Figure 1. Gate-type map.
Scale: 4 px per µm.
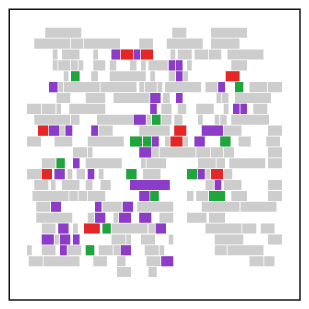
Figure 2. Track usage over the die.
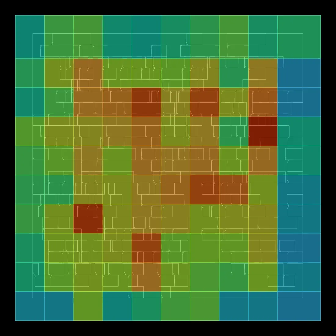
--- src/rtl/change_return_ctrl.sv ---
// change_return_ctrl: breaks a change amount into high/low coin issues, one coin
// per ack handshake, tracking coin stock and reporting any undelivered remainder.
module change_return_ctrl #(
    parameter int unsigned COIN_HI    = 5,
    parameter int unsigned COIN_LO    = 1,
    parameter int unsigned STOCK_INIT = 8,
    parameter int unsigned GAP_CYCLES = 2,
    parameter int unsigned ACK_TO     = 16
) (
    input  logic       clk,
    input  logic       rst_n,
    input  logic       req_i,
    input  logic [7:0] amount_i,
    input  logic       coin_ack_i,
    input  logic       refill_hi_i,
    input  logic       refill_lo_i,
    output logic [3:0] ret_val_o,
    output logic       ret_en_o,
    output logic       busy_o,
    output logic       done_o,
    output logic       err_o,
    output logic [7:0] rem_out_o,
    output logic [3:0] stock_hi_o,
    output logic [3:0] stock_lo_o
);

    localparam int unsigned TO_W  = (ACK_TO > 1) ? $clog2(ACK_TO) : 1;
    localparam int unsigned GAP_W = (GAP_CYCLES > 1) ? $clog2(GAP_CYCLES) : 1;

    typedef enum logic [2:0] {
        S_IDLE,
        S_SELECT,
        S_ISSUE,
        S_GAP,
        S_DONE,
        S_FAULT
    } state_e;

    state_e           state_q, state_d;
    logic [3:0]       ret_val_q, ret_val_d;
    logic             ret_en_q, ret_en_d;
    logic             busy_q, busy_d;
    logic             done_q, done_d;
    logic             err_q, err_d;
    logic [7:0]       rem_q, rem_d;
    logic [3:0]       stock_hi_q, stock_hi_d;
    logic [3:0]       stock_lo_q, stock_lo_d;
    logic [TO_W-1:0]  to_cnt_q, to_cnt_d;
    logic [GAP_W-1:0] gap_cnt_q, gap_cnt_d;
    logic             dec_hi, dec_lo;

    // Next-state and next-output logic for the dispense sequencer
    always_comb begin
        state_d    = state_q;
        ret_val_d  = ret_val_q;
        ret_en_d   = ret_en_q;
        busy_d     = busy_q;
        done_d     = 1'b0;
        err_d      = err_q;
        rem_d      = rem_q;
        to_cnt_d   = to_cnt_q;
        gap_cnt_d  = gap_cnt_q;
        dec_hi     = 1'b0;
        dec_lo     = 1'b0;

        case (state_q)
            S_IDLE: begin
                if (req_i) begin
                    rem_d   = amount_i;
                    busy_d  = 1'b1;
                    err_d   = 1'b0;
                    state_d = S_SELECT;
                end
            end
            S_SELECT: begin
                if (rem_q == 8'd0) begin
                    done_d  = 1'b1;
                    state_d = S_DONE;
                end else if (rem_q >= 8'(COIN_HI) && stock_hi_q != 4'd0) begin
                    ret_en_d  = 1'b1;
                    ret_val_d = 4'(COIN_HI);
                    to_cnt_d  = '0;
                    state_d   = S_ISSUE;
                end else if (rem_q >= 8'(COIN_LO) && stock_lo_q != 4'd0) begin
                    ret_en_d  = 1'b1;
                    ret_val_d = 4'(COIN_LO);
                    to_cnt_d  = '0;
                    state_d   = S_ISSUE;
                end else begin
                    state_d = S_FAULT;
                end
            end
            S_ISSUE: begin
                if (coin_ack_i) begin
                    rem_d     = rem_q - 8'(ret_val_q);
                    dec_hi    = (ret_val_q == 4'(COIN_HI));
                    dec_lo    = (ret_val_q != 4'(COIN_HI));
                    ret_en_d  = 1'b0;
                    ret_val_d = 4'd0;
                    gap_cnt_d = '0;
                    state_d   = (GAP_CYCLES == 0) ? S_SELECT : S_GAP;
                end else if (to_cnt_q == TO_W'(ACK_TO - 1)) begin
                    ret_en_d  = 1'b0;
                    ret_val_d = 4'd0;
                    state_d   = S_FAULT;
                end else begin
                    to_cnt_d = to_cnt_q + TO_W'(1);
                end
            end
            S_GAP: begin
                if (gap_cnt_q == GAP_W'(GAP_CYCLES - 1)) begin
                    state_d = S_SELECT;
                end else begin
                    gap_cnt_d = gap_cnt_q + GAP_W'(1);
                end
            end
            S_DONE: begin
                busy_d  = 1'b0;
                state_d = S_IDLE;
            end
            S_FAULT: begin
                err_d   = 1'b1;
                busy_d  = 1'b0;
                state_d = S_IDLE;
            end
            default: state_d = S_IDLE;
        endcase
    end

    // Stock bookkeeping: saturating refill, coincident refill and issue cancel
    always_comb begin
        stock_hi_d = stock_hi_q;
        stock_lo_d = stock_lo_q;
        if (refill_hi_i && !dec_hi) begin
            if (stock_hi_q != 4'hF) stock_hi_d = stock_hi_q + 4'd1;
        end else if (dec_hi && !refill_hi_i) begin
            if (stock_hi_q != 4'd0) stock_hi_d = stock_hi_q - 4'd1;
        end
        if (refill_lo_i && !dec_lo) begin
            if (stock_lo_q != 4'hF) stock_lo_d = stock_lo_q + 4'd1;
        end else if (dec_lo && !refill_lo_i) begin
            if (stock_lo_q != 4'd0) stock_lo_d = stock_lo_q - 4'd1;
        end
    end

    // State and output registers
    always_ff @(posedge clk or negedge rst_n) begin
        if (!rst_n) begin
            state_q    <= S_IDLE;
            ret_val_q  <= 4'd0;
            ret_en_q   <= 1'b0;
            busy_q     <= 1'b0;
            done_q     <= 1'b0;
            err_q      <= 1'b0;
            rem_q      <= 8'd0;
            stock_hi_q <= 4'(STOCK_INIT);
            stock_lo_q <= 4'(STOCK_INIT);
            to_cnt_q   <= '0;
            gap_cnt_q  <= '0;
        end else begin
            state_q    <= state_d;
            ret_val_q  <= ret_val_d;
            ret_en_q   <= ret_en_d;
            busy_q     <= busy_d;
            done_q     <= done_d;
            err_q      <= err_d;
            rem_q      <= rem_d;
            stock_hi_q <= stock_hi_d;
            stock_lo_q <= stock_lo_d;
            to_cnt_q   <= to_cnt_d;
            gap_cnt_q  <= gap_cnt_d;
        end
    end

    assign ret_val_o  = ret_val_q;
    assign ret_en_o   = ret_en_q;
    assign busy_o     = busy_q;
    assign done_o     = done_q;
    assign err_o      = err_q;
    assign rem_out_o  = rem_q;
    assign stock_hi_o = stock_hi_q;
    assign stock_lo_o = stock_lo_q;

endmodule

--- config.mk ---
export PLATFORM = sky130hd
export DESIGN_NAME = change_return_ctrl
export DESIGN_NICKNAME = d
export VERILOG_FILES = /design/src/rtl/change_return_ctrl.sv
export SDC_FILE = /design/constraint.sdc
export NUM_CORES = 1
export LEC_CHECK = 0
export CAP_MARGIN = 0
export CORE_MARGIN = 4
export CORE_UTILIZATION = 45
export DETAILED_ROUTE_END_ITERATION = 10
export MAX_ROUTING_LAYER = met4
export PLACE_DENSITY_LB_ADDON = 0.1
export SYNTH_ARGS = -nofsm -noshare
export SYNTH_HDL_FRONTEND = slang
export SYNTH_SLANG_ARGS = --single-unit
--- constraint.sdc ---
create_clock -name clk -period 2.9 [get_ports clk]
set_clock_uncertainty 0.05 [all_clocks]
set_input_delay 0.58 -clock clk [delete_from_list [all_inputs] [get_ports clk]]
set_output_delay 0.58 -clock clk [all_outputs]
set_load 0.005 [all_outputs]
==> impl_metrics.json <==
{
  "outcome": "finished, final reports clean",
  "ir_drop_worst_case_vdd_v": 0.000490,
  "worst-setup-path-type": "primary input to flip-flop",
  "post_synth_and_or_nand_nor_area_fraction_pct": 19.8,
  "tritoncts.num_buffers": 5,
  "area_leaders": "dfrtp_1 (36%), ha_1 (6.0%), xor2_1 (3.3%)",
  "worst-endpoint-arrival_ps": 2670,
  "final_cell_area_mm2": 0.00233,
  "detailed_place_hpwl_um": 3150,
  "max_cap_viol_count": 0,
  "post_synth_xor_area_fraction_pct": 4.23,
  "yosys.cell_types.count": 53,
  "adder_share_pct": 8.20,
  "tightestPinTransition_ps": 777,
  "synthCells": 191,
  "ys.flop_type": "dfrtp_1",
  "gr-total-overflow": 0,
  "common_cells": "dfrtp_1 (27), nand2_1 (13), nor2_1 (13)",
  "most_common_cell": "dfrtp_1",
  "clkLatencyLatePin_ps": 290,
  "dp_cells": 269,
  "synth_area_per_cell_um2": 9.75,
  "worst_setup_hold_path_clk_slew_ps": 70,
  "final_hold_viol_count": 0,
  "ys_chip_area_mm2": 0.00186,
  "drive_gt1_share_pct": 12.8,
  "area.growth.synth_to_final_pct": 25.2,
  "hold_path.class": "flip-flop to flip-flop",
  "hold_path_cell_cnt": 1,
  "ys_seq_share_pct": 39.1,
  "pre_cts_slack_ps": 115,
  "inverters_excl_clock": 7,
  "cts-resized-gates": 0,
  "viasPerCell": 5.79,
  "grt_start_max_net_pins": 30,
  "area.share.sequential_pct": 31.2,
  "holdPathEnd": "gap_cnt_q",
  "fp-utilization_pct": 46.5,
  "wire_length_of_the_first_global_routing_pass_um": 7330,
  "bufAreaShareNonClock_pct": 16.0,
  "drt-initial-drc-count": 72,
  "drt-wirelength-per-cell_um": 15.7,
  "startpoint": "coin_ack_i"
}
Notes on Figure 1 above:
- red: AND-OR and OR-AND gates (cells 9)
- purple: inverting AOI/OAI gates (cells 41)
- green: AND and OR gates (cells 13)

Notes on Figure 2 above:
overall track demand over capacity in global routing: 18.6%
met2 Track Usage GR: 30.2%
met3 usage in global routing: 4.71%
most utilized layer in the global route result: met2

## where the power goes
group          leakage (nW)  switching (mW)  internal [mW]
Combinational         0.570           0.661          0.753
Sequential            0.352           0.282          0.599
Clock                0.0439           0.170          0.165
Total                 0.966            1.11           1.52
## sequential cells by signal (all words and copies together), names as in the netlist
signal / flops
state_q: 3
rem_out_o: 8
stock_lo_o: 4
err_o: 1
stock_hi_o: 4
to_cnt_q: 4
done_o: 1
ret_val_o: 2
busy_o: 1
gap_cnt_q: 1
## critical path, cell delays in order
cell and delay, ps:
clkdlybuf4s50_1 580, nand2_1 140, o21ai_0 270, ha_1 290, a21o_2 210, a21oi_1 180
mux2i_1 250, xor2_1 160
## metal layers
layer	GRT usage, %	share of wire, %
met4	6.68	1.7
met5	-	0
met3	4.71	4.1
met1	22.3	44
met2	30.2	51
Power is estimated from default activity; no workload was simulated.
